met3.png
(8 px per um)
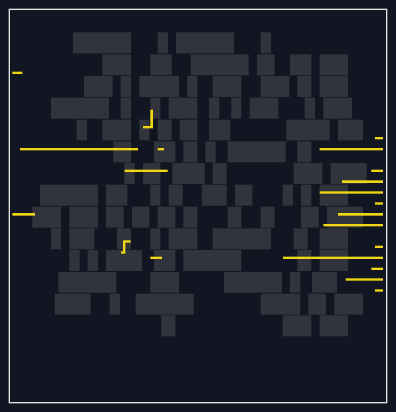
wire_density.png
(8 px per um) 9 x 10 tiles, from dark purple (low) to yellow (high), scaled to the fullest tile. Values are wire area over tile area, all layers added.
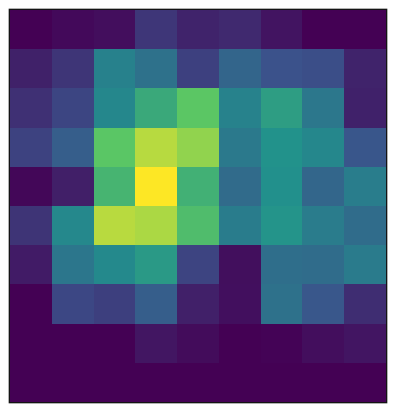
[src/rtl/procyon_types.sv]
// Shared LSU types: data-cache port select encoding.
package procyon_types;

  localparam int unsigned DC_SEL_W = 2;

  typedef enum logic [DC_SEL_W-1:0] {
    DC_SEL_NONE  = 2'd0,
    DC_SEL_FILL  = 2'd1,
    DC_SEL_LOAD  = 2'd2,
    DC_SEL_STORE = 2'd3
  } dc_sel_t;

endpackage

[src/rtl/lsu_dc_resp_pipe.sv]
// Valid shift register that flags a store response DEPTH cycles after the grant.
module lsu_dc_resp_pipe #(
  parameter int unsigned DEPTH = 1
) (
  input  logic clk,
  input  logic rst,
  input  logic push,
  output logic resp_valid
);

  logic [DEPTH-1:0] stage_q;
  logic [DEPTH-1:0] stage_d;

  always_comb begin
    stage_d    = '0;
    stage_d[0] = push;
    for (int i = 1; i < DEPTH; i++) begin
      stage_d[i] = stage_q[i-1];
    end
  end

  always_ff @(posedge clk) begin
    if (rst) begin
      stage_q <= '0;
    end else begin
      stage_q <= stage_d;
    end
  end

  assign resp_valid = stage_q[DEPTH-1];

endmodule

[src/rtl/lsu_dc_arbiter.sv]
// Single D$ port arbiter: fill > starved store > load > store, with store
// response tracking and SQ update/retry signalling.
module lsu_dc_arbiter
  import procyon_types::*;
#(
  parameter int unsigned DC_LATENCY   = 1,
  parameter int unsigned STARVE_LIMIT = 8
) (
  input  logic    clk,
  input  logic    rst,
  input  logic    i_flush,
  input  logic    i_fill_req,
  input  logic    i_ld_req,
  output logic    o_ld_grant,
  input  logic    i_sq_retire_req,
  output logic    o_sq_retire_stall,
  output logic    o_dc_en,
  output dc_sel_t o_dc_sel,
  input  logic    i_dc_st_hit,
  input  logic    i_mhq_full,
  output logic    o_update_sq_en,
  output logic    o_update_sq_retry
);

  localparam logic [7:0] STARVE_LIM = STARVE_LIMIT[7:0];

  dc_sel_t    sel;
  logic       store_ok;
  logic       st_grant;
  logic       resp_valid;
  logic       st_busy_q, st_busy_d;
  logic [7:0] starve_q, starve_d;

  // The busy flag releases in the response cycle so a new store can launch then.
  assign store_ok = i_sq_retire_req && !(st_busy_q && !resp_valid);

  always_comb begin
    sel = DC_SEL_NONE;
    if (rst) begin
      sel = DC_SEL_NONE;
    end else if (i_fill_req) begin
      sel = DC_SEL_FILL;
    end else if (store_ok && (starve_q >= STARVE_LIM)) begin
      sel = DC_SEL_STORE;
    end else if (i_ld_req && !i_flush) begin
      sel = DC_SEL_LOAD;
    end else if (store_ok) begin
      sel = DC_SEL_STORE;
    end
  end

  assign st_grant = (sel == DC_SEL_STORE);

  always_comb begin
    st_busy_d = st_busy_q;
    if (st_grant) begin
      st_busy_d = 1'b1;
    end else if (resp_valid) begin
      st_busy_d = 1'b0;
    end
  end

  always_comb begin
    starve_d = starve_q;
    if (st_grant || !i_sq_retire_req) begin
      starve_d = 8'd0;
    end else if (store_ok && (starve_q != 8'hFF)) begin
      starve_d = starve_q + 8'd1;
    end
  end

  always_ff @(posedge clk) begin
    if (rst) begin
      st_busy_q <= 1'b0;
      starve_q  <= 8'd0;
    end else begin
      st_busy_q <= st_busy_d;
      starve_q  <= starve_d;
    end
  end

  lsu_dc_resp_pipe #(
    .DEPTH(DC_LATENCY)
  ) u_resp_pipe (
    .clk       (clk),
    .rst       (rst),
    .push      (st_grant),
    .resp_valid(resp_valid)
  );

  assign o_dc_sel          = sel;
  assign o_dc_en           = (sel != DC_SEL_NONE);
  assign o_ld_grant        = (sel == DC_SEL_LOAD);
  assign o_sq_retire_stall = (sel != DC_SEL_STORE);

  // Stage contents are stale during a reset cycle; suppress them.
  assign o_update_sq_en    = resp_valid && !rst;
  assign o_update_sq_retry = o_update_sq_en && !i_dc_st_hit && i_mhq_full;

endmodule

[config.mk]
export PLATFORM = sky130hd
export DESIGN_NAME = lsu_dc_arbiter
export DESIGN_NICKNAME = d
export VERILOG_FILES = /design/src/rtl/procyon_types.sv /design/src/rtl/lsu_dc_resp_pipe.sv /design/src/rtl/lsu_dc_arbiter.sv
export SDC_FILE = /design/constraint.sdc
export NUM_CORES = 1
export LEC_CHECK = 0
export CAP_MARGIN = 5
export CELL_PAD_IN_SITES_DETAIL_PLACEMENT = 1
export CELL_PAD_IN_SITES_GLOBAL_PLACEMENT = 1
export CORE_AREA = 2 2 45 47
export CTS_CLUSTER_SIZE = 20
export DETAILED_ROUTE_END_ITERATION = 16
export DIE_AREA = 0 0 47 49
export GPL_ROUTABILITY_DRIVEN = 0
export GPL_TIMING_DRIVEN = 0
export HOLD_SLACK_MARGIN = 0.06
export MAX_ROUTING_LAYER = met4
export PLACE_DENSITY = 0.85
export SLEW_MARGIN = 20
export SYNTH_ARGS = -nofsm -noshare
export SYNTH_HDL_FRONTEND = slang
export SYNTH_HIERARCHICAL = 1
export SYNTH_SLANG_ARGS = --single-unit
[constraint.sdc]
create_clock -name clk -period 2.6 [get_ports clk]
set_input_delay 0.26 -clock clk [delete_from_list [all_inputs] [get_ports clk]]
set_output_delay 0.26 -clock clk [all_outputs]
set_load 0.05 [all_outputs]
==> changes_impl.md <==
## Implementation

- Min-Delay Endpoint: st_busy_q
- XOR-XNOR Cells, Area Fraction: 0.0137
- Most instantiated logic cells after routing: clkdlybuf4s50_1 (11), nor2_1 (10), dfxtp_1 (10), nand2_1 (7), a21oi_1 (6)
- Max-Cap Viols: 0
- Non-clk bufs: 15
- Internal power: 0.000269 W
- Post-DRT Antenna Nets: 0
- Global-route usage over all layers: 0.163
- Post-placement cell area: 818 um^2
- Final setup fails: 0
- Crit Path Max Fanout: 7
- Leading area contributor after synthesis: dfxtp_1
- Net Count, Synth: 87
- Post-Syn Instances: 77
- Metal3 WL: 83 um
- P&R area growth vs syn: 34.5%
- Net count, final: 106
- Signal inverters: 4
- Outcome: finished, final reports clean
- Clock power frac: 0.378
- Area leader share: 0.314
- Yosys stat area: 638 um^2
- GRT overflow: 0
- Flops after synth: 10
- Tapcell count: 27
- Register area: 200 um^2
- Non-Filler Instances: 122
- Synth async-reset ratio: 0
- RSZ-0062 raised after global routing: no
- Required @ worst endpoint: 2.34 ns
- Count of tool warnings: 28
- DRC Markers: 0
- MI comb cells: 62
- Met1 wire length: 687 um
- Sw Ratio: 0.270
- Initial antenna violation count: 0
- Clock slew at reported path FFs: 0.07 ns
- Overall Power: 0.000369 W
- Flops: 10
- Longest Clk Path Bufs: 2
- Pre-CTS setup slack: -0.112 ns
- Clk_skew: 0.00419 ns
- Max-slew headroom: 0.667
- Largest net degree at the start of global routing: 10
- AND/OR/NAND/NOR Cells, Area Fraction: 0.422
- Critical path type: in2out
- Top cells, area: dfxtp_1 (31%), mux2i_1 (6.3%), nor3_2 (6.3%), nor2_1 (5.9%), a21oi_1 (4.7%)
- Ys cells: 77
## Picture notes: met3.png
- wire length on this layer: 83.7 um
- main direction: horizontal
- share of all routed wire: 5.4%
- nets with wire on the layer: 19
- longest straight run: 14.5 um

## Picture notes: wire_density.png
- fullest tile: 0.40
- nearly empty tiles: 21%
- tiles over half the peak: 17%
- mean over tiles: 0.11
- densest ninth of the die: centre

power by group through the flow:
| stage | registers [W] | clock network [W] | logic (W) |
|---|---|---|---|
| 6_report | 0.000157 | 0.000139 | 0.0000721 |
| 5_1_grt | 0.000158 | 0.000151 | 0.0000771 |
| 4_1_cts | 0.000157 | 0.000142 | 0.0000730 |
| 3_5_place_dp | 0.000161 | 0 | 0.0000729 |
| 3_3_place_gp | 0.000161 | 0 | 0.0000717 |
| 2_1_floorplan | 0.000160 | 0 | 0.0000463 |
registers in the layout, indices dropped and copies added, names as in the netlist:
register / cells
starve_q: 8
u_resp_pipe/resp_valid: 1
st_busy_q: 1
layer usage:
metal | GRT usage | vias up
met4 | 0.0694 | 0
met5 | - | -
met2 | 0.267 | 23
met3 | 0.0259 | 4
li1 | - | 312
met1 | 0.189 | 298
Power figures rest on the tool's default switching activity, not on a simulated workload.
